<file path="src/rtl/jt900h_opfetch.sv">
`default_nettype none
// ============================================================================
// Module   : jt900h_opfetch
// Brief    : 8-byte op-code prefetch queue fed by a 16-bit little-endian bus.
// Revision : 1.0
// ============================================================================
module jt900h_opfetch #(
    parameter logic [23:0] PC_RST = 24'h000000
) (
    input  logic        rst,
    input  logic        clk,
    input  logic        cen,
    input  logic [1:0]  fetched,
    input  logic        jmp_en,
    input  logic [23:0] jmp_addr,
    output logic [31:0] op,
    output logic        op_ok,
    output logic [23:0] pc,
    output logic [23:0] bus_addr,
    output logic        bus_rd,
    input  logic [15:0] bus_din,
    input  logic        bus_ok
);

    logic [7:0]  queue_q [8];
    logic [7:0]  queue_d [8];
    logic [3:0]  count_q, count_d;
    logic [23:0] pc_q, pc_d;
    logic [23:0] bus_addr_q, bus_addr_d;
    logic        bus_rd_q, bus_rd_d;

    logic [3:0]  pop_n;
    logic [3:0]  count_mid;
    logic [3:0]  src_idx;
    logic [2:0]  wr_idx;
    logic        beat;

    assign op_ok    = (count_q >= 4'd4);
    assign pc       = pc_q;
    assign bus_addr = bus_addr_q;
    assign bus_rd   = bus_rd_q;

    // Entries past the occupancy are forced to zero on the window.
    always_comb begin
        op = '0;
        for (int i = 0; i < 4; i++) begin
            if (count_q > 4'(i)) op[8*i +: 8] = queue_q[i];
        end
    end

    always_comb begin
        queue_d    = queue_q;
        count_d    = count_q;
        pc_d       = pc_q;
        bus_addr_d = bus_addr_q;
        bus_rd_d   = bus_rd_q;
        pop_n      = op_ok ? {2'b00, fetched} : 4'd0;
        count_mid  = count_q - pop_n;
        beat       = bus_rd_q & bus_ok;
        src_idx    = '0;
        wr_idx     = count_mid[2:0];

        if (cen) begin
            if (jmp_en) begin
                for (int i = 0; i < 8; i++) queue_d[i] = '0;
                count_d    = '0;
                pc_d       = jmp_addr;
                bus_addr_d = jmp_addr;
            end else begin
                for (int i = 0; i < 8; i++) begin
                    src_idx    = 4'(i) + pop_n;
                    queue_d[i] = (src_idx < 4'd8) ? queue_q[src_idx[2:0]] : 8'd0;
                end
                count_d = count_mid;
                pc_d    = pc_q + {22'd0, pop_n[1:0]};
                // Odd addresses only deliver the high byte of the word.
                if (beat) begin
                    if (bus_addr_q[0]) begin
                        queue_d[wr_idx] = bus_din[15:8];
                        count_d         = count_mid + 4'd1;
                        bus_addr_d      = bus_addr_q + 24'd1;
                    end else begin
                        queue_d[wr_idx]        = bus_din[7:0];
                        queue_d[wr_idx + 3'd1] = bus_din[15:8];
                        count_d                = count_mid + 4'd2;
                        bus_addr_d             = bus_addr_q + 24'd2;
                    end
                end
            end
            bus_rd_d = (count_d <= 4'd6) && !jmp_en;
        end
    end

    always_ff @(posedge clk or posedge rst) begin
        if (rst) begin
            for (int i = 0; i < 8; i++) queue_q[i] <= '0;
            count_q    <= '0;
            pc_q       <= PC_RST;
            bus_addr_q <= PC_RST;
            bus_rd_q   <= 1'b0;
        end else begin
            queue_q    <= queue_d;
            count_q    <= count_d;
            pc_q       <= pc_d;
            bus_addr_q <= bus_addr_d;
            bus_rd_q   <= bus_rd_d;
        end
    end

endmodule
`default_nettype wire

</file>
<file path="config.mk">
export PLATFORM = sky130hd
export DESIGN_NAME = jt900h_opfetch
export DESIGN_NICKNAME = d
export VERILOG_FILES = /design/src/rtl/jt900h_opfetch.sv
export SDC_FILE = /design/constraint.sdc
export NUM_CORES = 1
export LEC_CHECK = 0
export CORE_AREA = 8 8 137 139
export DETAILED_ROUTE_END_ITERATION = 12
export DIE_AREA = 0 0 145 147
export PLACE_DENSITY_LB_ADDON = 0.2
export SYNTH_ARGS = -nofsm -noshare
export SYNTH_HDL_FRONTEND = slang
export SYNTH_SLANG_ARGS = --single-unit
</file>
<file path="constraint.sdc">
create_clock -name clk -period 4.04 [get_ports clk]
set_input_delay 0.404 -clock clk [delete_from_list [all_inputs] [get_ports clk]]
set_output_delay 0.404 -clock clk [all_outputs]
set_load 0.05 [all_outputs]
</file>
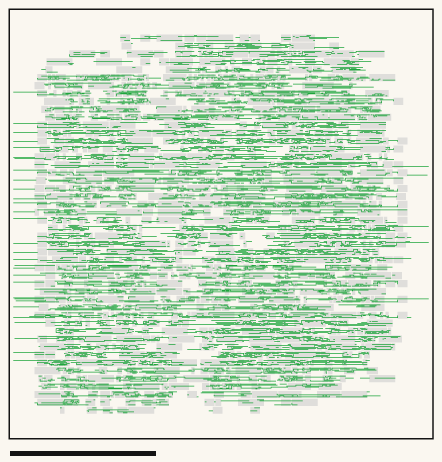
**Above:** run 1 (signal wires on met1).
Scale bar: 50 µm.
main direction = horizontal
wire length on this layer = 12,800 µm
longest straight run = 32.2 µm
nets with wire on the layer = 1,084
share of all routed wire = 38%

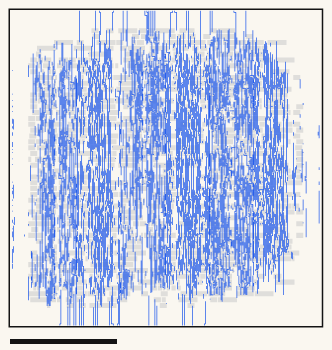
**Above:** run 1 (met2 routing).
Scale bar: 50 µm.
wire length on this layer = 15,200 µm
share of all routed wire = 46%
longest straight run = 62.6 µm

==> impl_metrics.ini, run 1 <==
; flow metrics
[logic_synthesis]
yosys_cells = 1040
area_leaders = dfrtp_1 32%, mux4_2 10%, nand2_1 5.1%, a21oi_1 4.0%, o22ai_1 3.9%
synthCells = 1040
synth-seq-cells = 117
floorplan.nets = 1097
synthDistinctLibCells = 74

[routing]
vias = 9580
routed_wirelength_um = 33400

[global_route]
antenna_found_initial = 0
grt_pass1_vias = 9677

[power]
leakage_uw = 0.00429
switching_power_uw = 3840
p_int_uw = 4170
total_power_uw = 8010
cellPowerDensity_nw_per_um2 = 716

[clock_tree]
clock_latency_ns = 0.43
clkTransAtPathRegs_ns = 0.06

[layout]
logic_area_um2 = 5590
nets = 1200
seqCellArea_um2 = 2930
drive_gt1_share_pct = 11.5
fin_util_pct = 66.8
filler_cell_count = 1374
final_area_um2 = 11200

[placed_design]
pre_cts_slack_ns = 0.407
placement.cell_area_um2 = 10600

[die]
dieWidth_um = 145

[sta]
rsz0062_at_grt = false
slew_violations = 0

[worst_setup_path]
timing.critical_path.cells = nor2_1 -> buf_4 -> inv_1 -> a21oi_1 -> nor2_1 -> clkdlybuf4s50_1
cp-end-kind = output pin
path_delay_family = buffers and inverters
reg2reg_slack_ns = 0.59

[job]
log.warning_count = 27

[hold_path]
hp-class = input pin to asynchronous set/reset pin

[status]
status = finished clean
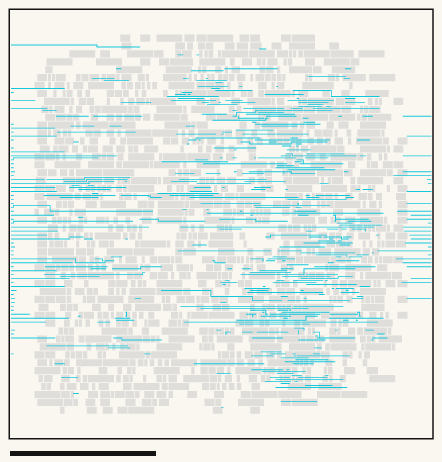
**Above:** run 1 (metal 3).
Scale bar: 50 µm.
nets with wire on the layer = 255
share of all routed wire = 12%

run 1: registers in the layout, indices dropped and copies added (netlist names):
signal	flops
pc	24
bus_rd	1
bus_addr	24
count_q	4
queue_q	64
run 1: layout make-up:
cell class              count  area share (%)
clock buffers              19            3.87
flip-flops and latches    117            26.2
well taps                 225            2.52
clock inverters            13            1.84
multi-input cells         789            50.0
inverters                  55            1.87
repair buffers            163            13.8
run 1: synthesized netlist by cell type, types with 5 or more instances:
cell,n
a211oi_1,14
a21o_1,22
a21oi_1,73
a221o_1,5
a221oi_1,6
a22o_1,20
a22oi_1,9
a31o_1,5
a31oi_1,8
a32oi_1,7
and2_1,5
and3_1,11
buf_1,10
buf_2,7
clkbuf_1,58
dfrtp_1,117
ha_1,8
inv_1,53
mux2_2,12
mux2i_1,20
mux4_2,40
nand2_1,122
nand3_1,17
nand4_1,15
nor2_1,69
nor2b_1,20
nor3_1,20
o211ai_1,23
o21ai_0,51
o21ai_1,17
o221ai_1,22
o22a_1,10
o22ai_1,57
o2bb2ai_1,10
o32ai_1,8
run 1: cell families (layout without fill, tap and decap cells):
| kind of cell | Yosys count | count (layout) | synth area share (%) |
|---|---|---|---|
| xor gates and xnor gates | 9 | 9 | 1.27 |
| DFF | 117 | 117 | 32.3 |
| muxes | 72 | 72 | 13.7 |
| adders and majority gates | 10 | 10 | 1.55 |
| buffers and inverters | 134 | 250 | 5.94 |
| and+or+nand+nor | 305 | 305 | 15.6 |
| AOI/OAI and AO/OA | 393 | 393 | 29.6 |
run 1: metal layers:
layer | vias to the layer above | routed length [µm] | GRT usage [%]
li1 | 4187 | - | -
met1 | 4593 | 12800 | 38.6
met2 | 678 | 15200 | 48.7
met3 | 122 | 3840 | 8.95
met4 | 0 | 1480 | 16.7
met5 | - | 0 | 0
--- run 2 (diff from run 1) ---
- CORE_AREA: 8 8 137 139 -> 5 5 134 136
- DIE_AREA: 0 0 145 147 -> 0 0 139 141
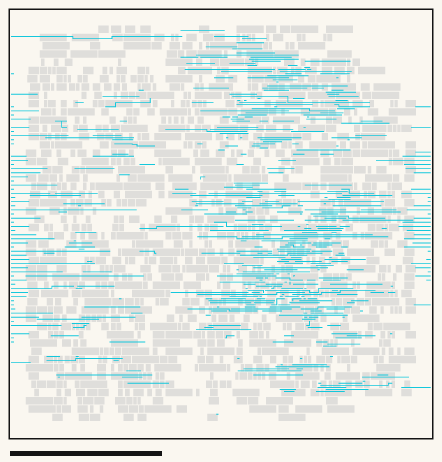
**Above:** run 2 (metal 3).
Scale bar: 50 µm.
longest straight run = 43.7 µm
main direction = horizontal
wire length on this layer = 3,870 µm

==> run 2 against run 1 <==
Net effect:
- cell area decreased by 0.86%
- cell count decreased by 0.14%
- combinational power about the same
- first-iteration DRC count increased by 14%
- sequential share of layout area increased by 0.23 points
- global-route usage increased by 2.0 points
- highest routed layer unchanged
- critical path type unchanged
- routed wire length decreased by 0.89%
- maximum frequency decreased by 1.8%
- critical endpoint is now op[15]
==> impl_metrics.ini, run 2 <==
; flow metrics
[status]
status = finished clean

[logic_synthesis]
synthCells = 1040
top_cells_by_count = 122 x nand2_1, 117 x dfrtp_1, 73 x a21oi_1
area_leaders = dfrtp_1 32%, mux4_2 10%, nand2_1 5.1%, a21oi_1 4.0%, o22ai_1 3.9%
floorplan.nets = 1097
yosysMostFrequentCell = nand2_1
synth-seq-cells = 117
synthDistinctLibCells = 74

[layout]
drive_gt1_share_pct = 11.2
seqCellArea_um2 = 2930
filler_cell_count = 1435
largest_register = queue_q
largest_reg_flops = 64

[hold_path]
hp-class = input pin to flip-flop

[routing]
wl_met1_um = 12800
top_layer = met4
wl_met3_um = 3870
routed_wirelength_um = 33100
wl_met2_um = 14700
vias = 9665

[power]
leakage_uw = 0.00425
cellPowerDensity_nw_per_um2 = 702

[global_route]
top_usage_layer = met2
grt_use_met3_pct = 8.31
grt_use_met1_pct = 43.6
use_met2_pct = 52.0

[clock_tree]
clkTransAtPathRegs_ns = 0.06

[worst_setup_path]
path_delay_family = buffers and inverters
timing.critical_path.cells = nor2_1 -> buf_4 -> inv_1 -> nor2_1 -> nor2b_1 -> clkdlybuf4s50_1
cp-end-kind = output pin

[die]
dieWidth_um = 139

[job]
log.warning_count = 27
==> run 2: cell type report <==
type | instances | area share [%]
Tap cell | 225 | 2.54
Clock inverter | 10 | 0.981
Clock buffer | 20 | 4.03
Sequential cell | 117 | 26.4
Multi-Input combinational cell | 789 | 50.4
Inverter | 55 | 1.88
Timing Repair Buffer | 163 | 13.8
==> run 2: cell families after synthesis <==
| group | count (synthesis) | share of synthesized area [%] |
|---|---|---|
| AOI/OAI and AO/OA | 393 | 29.6 |
| muxes | 72 | 13.7 |
| xor gates and xnor gates | 9 | 1.27 |
| buffers and inverters | 134 | 5.94 |
| and+or+nand+nor | 305 | 15.6 |
| DFF | 117 | 32.3 |
| adders and majority gates | 10 | 1.55 |
==> run 2: power by group <==
part | switching, µW | internal, µW
registers | 419 | 1460
logic | 2840 | 1620
clock network | 554 | 910
==> run 2: worst paths after layout <==
check	endpoint	slack, ns	cells after the start
max	op[15]	0.35	6
min	bus_addr[22]	0.33	2
min reg2reg	pc[14]	0.55	1
min in group asynchronous	queue_q[48]	0.50	2
max in group asynchronous	bus_addr[7]	2.66	3
max reg2reg	queue_q[11]	0.62	11
==> run 2: through the flow <==
stage / instance area, µm² / setup slack [ns] / util, % / hold WS [ns] / total power, µW
3_5_place_dp: 10500 / 0.306 / 62.7 / 0.528 / 6200
3_3_place_gp: 10500 / 0.386 / 62.7 / 0.531 / 6150
4_1_cts: 11100 / 0.391 / 66.0 / 0.325 / 7680
5_1_grt: 11100 / 0.191 / 66.0 / 0.358 / 8140
2_1_floorplan: 9050 / 0.497 / - / 0.496 / 4770
6_report: 11100 / 0.347 / 66.0 / 0.334 / 7790
--- run 3 (diff from run 2) ---
- ABC_CLOCK_PERIOD_IN_PS: not set -> 4040
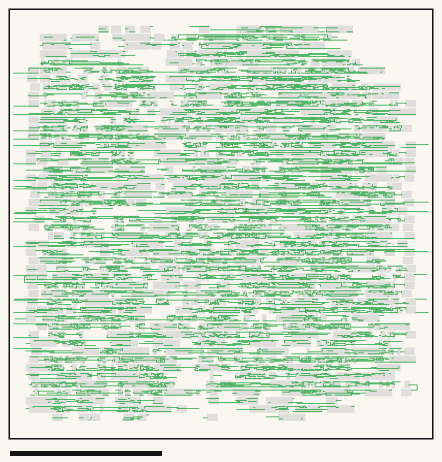
**Above:** run 3 (signal wires on met1).
Scale bar: 50 µm.
main direction = horizontal
wire length on this layer = 12,800 µm
share of all routed wire = 39%

==> run 3 against run 2 <==
Net effect:
- count of clock-buffer cells in the layout did not move
- global-route usage unchanged
- worst hold slack did not move
- sequential share of layout area did not move
- register-to-register slack about the same
- utilization did not move
- sequential cell count is the same
- first-iteration DRC count unchanged
- largest cell class unchanged
==> impl_metrics.ini, run 3 <==
; flow metrics
[status]
status = finished clean

[job]
log.warning_count = 27

[clock_tree]
clock_latency_ns = 0.42
cts_buffer_depth = 2
clkTransAtPathRegs_ns = 0.06
cts_buffers = 17

[logic_synthesis]
area_leaders = dfrtp_1 32%, mux4_2 10%, nand2_1 5.1%, a21oi_1 4.0%, o22ai_1 3.9%
yosysMostFrequentCell = nand2_1
avgSynthCellArea_um2 = 8.70
yosys_cells = 1040
topCombFamilyByArea = AND-OR/OR-AND gates
synthSimpleGateAreaFrac_pct = 15.6
synth-compound-area-share_pct = 29.6
ys_sh_xor_pct = 1.27
top_cells_by_count = 122 x nand2_1, 117 x dfrtp_1, 73 x a21oi_1
floorplan.nets = 1097
synth_adder_area_share_pct = 1.55
synth-seq-cells = 117
synthDistinctLibCells = 74
synthMuxAreaShare_pct = 13.7
synthCells = 1040
yosys.area.top_type = dfrtp_1

[placed_design]
pre_cts_slack_ns = 0.306

[die]
rows = 48
dieWidth_um = 139
die_y_um = 141

[layout]
drive_gt1_share_pct = 11.2
largest_register = queue_q
nets = 1200
largest_reg_flops = 64

[worst_setup_path]
timing.critical_path.cells = nor2_1 -> buf_4 -> inv_1 -> nor2_1 -> nor2b_1 -> clkdlybuf4s50_1
r2r_cells = 11
reg2reg_slack_ns = 0.62
path_delay_family = buffers and inverters
cp_data_arrival_time_ns = 3.29
cp-end-kind = output pin
crit_cells = 6

[routing]
post_drt_wl_per_cell_um = 24.0
vias = 9665
routed_wirelength_um = 33100

[sta]
rsz0062_at_grt = false
tightest_slew_ns = 1.09
slew_violations = 0
layout_setup_ws_ns = 0.347

[global_route]
grt_pass1_vias = 9369
antenna_found_initial = 0

[power]
leakage_uw = 0.00425
cellPowerDensity_nw_per_um2 = 702

[hold_path]
hold_path_depth = 2
hp-class = input pin to flip-flop
run 3: through the flow:
step / utilization [%] / cells / instance area, µm² / hold WS [ns] / power, µW
floorplan: - / 1040 / 9050 / 0.496 / 4770
global placement: 62.7 / 1349 / 10500 / 0.531 / 6150
detailed placement: 62.7 / 1349 / 10500 / 0.528 / 6200
CTS: 66.0 / 1379 / 11100 / 0.325 / 7680
global route: 66.0 / 1379 / 11100 / 0.358 / 8140
finish: 66.0 / 1379 / 11100 / 0.334 / 7790
run 3: where the power goes:
| group | switching [µW] | leakage (µW) | internal (µW) |
|---|---|---|---|
| Combinational | 2840 | 0.00247 | 1620 |
| Clock | 554 | 0.000271 | 910 |
| Sequential | 419 | 0.00151 | 1460 |
| Total | 3810 | 0.00425 | 3980 |
run 3: metal layers:
metal | track usage, % | up-vias | share of wire, %
met3 | 8.31 | 149 | 12
li1 | - | 4181 | -
met1 | 43.6 | 4567 | 39
met4 | 15.0 | 0 | 4.9
met5 | 0 | - | 0
met2 | 52.0 | 768 | 45
run 3: cell families (layout without fill, tap and decap cells):
group	Yosys count	after routing
adder cells (fa/ha/maj)	10	10
XOR/XNOR	9	9
buffers and inverters	134	248
AND-OR/OR-AND	393	393
multiplexers	72	72
flip-flops	117	117
AND/OR/NAND/NOR	305	305
run 3: worst paths after layout:
check,end,from
max in group asynchronous,bus_addr[7],rst
min in group asynchronous,queue_q[48],rst
setup / recovery,op[15],count_q[2]
hold / removal,bus_addr[22],jmp_en
hold reg to reg,pc[14],pc[14]
setup reg to reg,queue_q[11],count_q[2]
run 3: layout make-up:
class | instances | area, µm²
repair buffers | 163 | 1530
inverters | 55 | 209
fillers | 1435 | 5720
flip-flops and latches | 117 | 2930
clock buffers | 20 | 447
well taps | 225 | 282
multi-input cells | 789 | 5590
clock inverters | 10 | 109
Power figures rest on the tool's default switching activity, not on a simulated workload.
